### src/rtl/clk_div_n_prog.sv
// Programmable integer clock divider: 50% duty for odd and even N, glitch-free divisor reload at period boundaries.
// Define CLK_DIV_TICK_EN to add the registered period-start pulse output `tick`.
module clk_div_n_prog #(
    parameter int unsigned WIDTH     = 7,
    parameter int unsigned DIV_RESET = 2
) (
    input  logic             clk,
    input  logic             reset,
    input  logic             en,
    input  logic [WIDTH-1:0] div_num,
    input  logic             div_load,
    output logic             div_busy,
`ifdef CLK_DIV_TICK_EN
    output logic             tick,
`endif
    output logic             clk_out
);

    typedef enum logic {S_IDLE, S_RUN} state_e;

    localparam logic [WIDTH-1:0] DIV_RST = WIDTH'(DIV_RESET);
    localparam logic [WIDTH-1:0] DIV_MIN = WIDTH'(2);

    if (DIV_RESET < 2 || DIV_RESET >= (1 << WIDTH)) begin : g_bad_div_reset
        $error("DIV_RESET out of range");
    end

    state_e           state_q, state_d;
    logic [WIDTH-1:0] cnt_q, cnt_d;
    logic [WIDTH-1:0] div_cur_q, div_cur_d;
    logic [WIDTH-1:0] pend_q, pend_d;
    logic             busy_q, busy_d;
    logic             pos_hi_q, pos_hi_d;
    logic             neg_hi_q;
    logic             boundary;
    logic             start;
    logic [WIDTH-1:0] cnt_inc;

    // IDLE is treated as a boundary on every cycle so pending loads land immediately.
    always_comb begin
        boundary  = (state_q == S_IDLE) || (cnt_q == div_cur_q - WIDTH'(1));
        start     = boundary && en;
        cnt_inc   = cnt_q + WIDTH'(1);
        div_cur_d = (boundary && busy_q) ? pend_q : div_cur_q;
        pend_d    = pend_q;
        busy_d    = busy_q;
        if (boundary) busy_d = 1'b0;
        // A load on a boundary edge is kept pending for the next boundary.
        if (div_load) begin
            pend_d = (div_num < DIV_MIN) ? DIV_MIN : div_num;
            busy_d = 1'b1;
        end
        state_d  = S_RUN;
        cnt_d    = '0;
        pos_hi_d = 1'b0;
        if (start) begin
            pos_hi_d = 1'b1;
        end else if (boundary) begin
            state_d = S_IDLE;
        end else begin
            cnt_d    = cnt_inc;
            pos_hi_d = cnt_inc < (div_cur_q >> 1);
        end
    end

    always_ff @(posedge clk or negedge reset) begin
        if (!reset) begin
            state_q   <= S_IDLE;
            cnt_q     <= '0;
            div_cur_q <= DIV_RST;
            pend_q    <= '0;
            busy_q    <= 1'b0;
            pos_hi_q  <= 1'b0;
        end else begin
            state_q   <= state_d;
            cnt_q     <= cnt_d;
            div_cur_q <= div_cur_d;
            pend_q    <= pend_d;
            busy_q    <= busy_d;
            pos_hi_q  <= pos_hi_d;
        end
    end

    // Half-cycle extension of the high phase, only for odd divisors.
    always_ff @(negedge clk or negedge reset) begin
        if (!reset) neg_hi_q <= 1'b0;
        else        neg_hi_q <= pos_hi_q & div_cur_q[0];
    end

`ifdef CLK_DIV_TICK_EN
    logic tick_q;
    always_ff @(posedge clk or negedge reset) begin
        if (!reset) tick_q <= 1'b0;
        else        tick_q <= start;
    end
    assign tick = tick_q;
`endif

    assign clk_out  = pos_hi_q | neg_hi_q;
    assign div_busy = busy_q;

    a_cnt_range: assert property (@(posedge clk) disable iff (!reset) cnt_q < div_cur_q);
    a_div_min:   assert property (@(posedge clk) disable iff (!reset) div_cur_q >= DIV_MIN);

endmodule

### config.mk
export PLATFORM = sky130hd
export DESIGN_NAME = clk_div_n_prog
export DESIGN_NICKNAME = d
export VERILOG_FILES = /design/src/rtl/clk_div_n_prog.sv
export SDC_FILE = /design/constraint.sdc
export NUM_CORES = 1
export LEC_CHECK = 0
export CORE_UTILIZATION = 53
export CTS_BUF_LIST = sky130_fd_sc_hd__clkbuf_4 sky130_fd_sc_hd__clkbuf_8
export CTS_CLUSTER_DIAMETER = 100
export DETAILED_ROUTE_END_ITERATION = 8
export PLACE_DENSITY = 0.78
export SLEW_MARGIN = 10
export SYNTH_ARGS = -nofsm -noshare
export SYNTH_HDL_FRONTEND = slang
export SYNTH_SLANG_ARGS = --single-unit
### constraint.sdc
create_clock -name clk -period 2.2 [get_ports clk]
set_input_delay 0.55 -clock clk [delete_from_list [all_inputs] [get_ports clk]]
set_output_delay 0.55 -clock clk [all_outputs]
set_load 0.02 [all_outputs]
### Track usage over the die

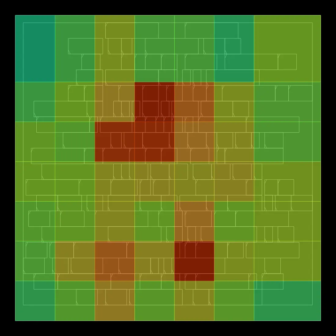
met2 Use GR: 0.346
GR Util met1: 0.296
DR WL/cell: 15.0 um
Global Route met3 Usage: 0.0431
global route hottest layer: met2

### Routed clock nets over the placement

Bar = 20 um.
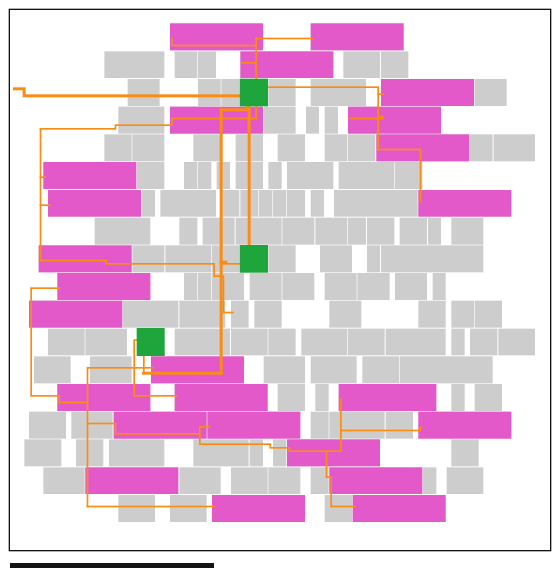
Key: flip-flops = magenta [count 25]; cells driving clock nets = green [count 3]; clock wires = orange [length 314 um]
Position of the flops: widely spread.
clock share of power: 0.287
Late-Pin Clk Latency: 0.33 ns
Clock Skew: 0.0123 ns
Clk power: 213 uW

==> out/qor.txt <==
status: finished with violations
failing checks: negative setup slack
Seq share, synth: 0.455
# setup viols final: 4
port bufs: 12
max layer used: met4
Placed Cells: 170
Clock transition at path regs: 0.14 ns
area leader, netlist: dfrtp_1
Post-Place Setup Slack: -0.503 ns
initial antenna violation count: 0
worst-margin pin slew: 0.387 ns
Finished Layout Cells: 178
number of routed nets with antenna violations: 0
Seq power: 478 uW
clock network share of area: 0.0159
Slowest Stage Delay on Critical Path: 0.34 ns
1st-pass router iterations: 4
Critical Path Source: neg_hi_q
critical path cell sequence: or2_4 -> buf_6
Ant. Diodes: 0
cell area after synthesis: 1380 sq um
Pwr Total: 740 uW
area share, top type: 0.418
sequential portion of the cell area: 0.362
synthesized area per cell: 11.8 sq um
NumNets Final: 167
FF+latch area: 627 sq um
grt ovf: 0
Int Power: 569 uW
Crit path max-delay family: flip-flops
CTS Hold Bufs: 0
sw power: 171 uW
dominant kind of cell: combinational gates
Clock Path Buffers: 2
post-synthesis simple-gate area fraction: 0.136
count leader, synth: dfrtp_1
Net Count, Synth: 135
# Taps: 30
most numerous logic cells after layout: dfrtp_1 (23), buf_4 (17), clkdlybuf4s50_1 (11), inv_1 (10), xnor2_1 (9)
total core area: 2450 sq um
Init Core Util: 0.561
Reg2Reg Setup Slack: -0.02 ns
largest net degree at the start of global routing: 25
Levels on crit path: 2
R2R depth: 7
FFs w/ async S/R, synth: 1.00
Signal buffers: 29
Hold Path Depth: 1
RR Startpoint: div_cur_q[4]
CTS tree: built
Leak: 0.837 nW
Worst setup SP type: flip-flop
Final Hold Viols: 0
Crit-path slowest cell: dfrtn_1
switching share of total power: 0.231
DR iter-0 viols: 6
FILL cells: 183
RD Place Congestion: 0.781
Clock Sink Count: 25
HP Class: reg2reg
M1 wire length: 1220 um
DPL Wire Length: 1960 um
Worst Hold End: div_cur_q[4]
Comb gate area: 749 sq um
fin area: 1730 sq um
Top logic family: simple AND/OR/NAND/NOR gates
adder-cell share of the synthesized area: 0.0636
Post-route DRC: 0
Setup CP Type: reg2out
Main synth FF type: dfrtp_1
xor/xnor share: 0.108
Yosys Chip Area: 1380 sq um
Synth Warn #: 0
worst setup margin: -0.461 ns
Top Registers: cnt_q (7), div_cur_q (7), pend_q (7)
crit path to: clk_out
depth of the CTS H-tree: 1
Comb. pwr: 48.7 uW
layout cells sized above 1: 0.324
### Met3 routing

Bar = 20 um.
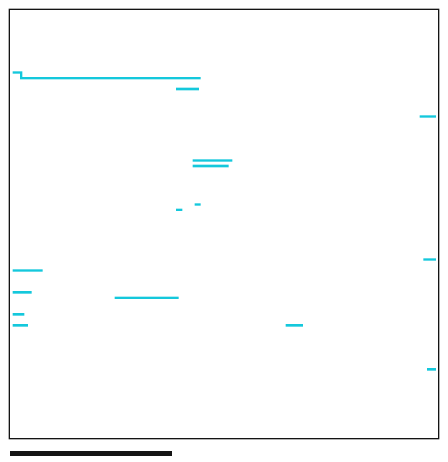
12 nets have wire on it. The layer holds 2.1% of the routed length. The wires run mostly horizontal. The layer carries 56.9 um of wire. The longest straight run is 22.1 um.
wire length after detailed routing: 2670 um
vias: 954

Power and IR drop assume default switching activity.
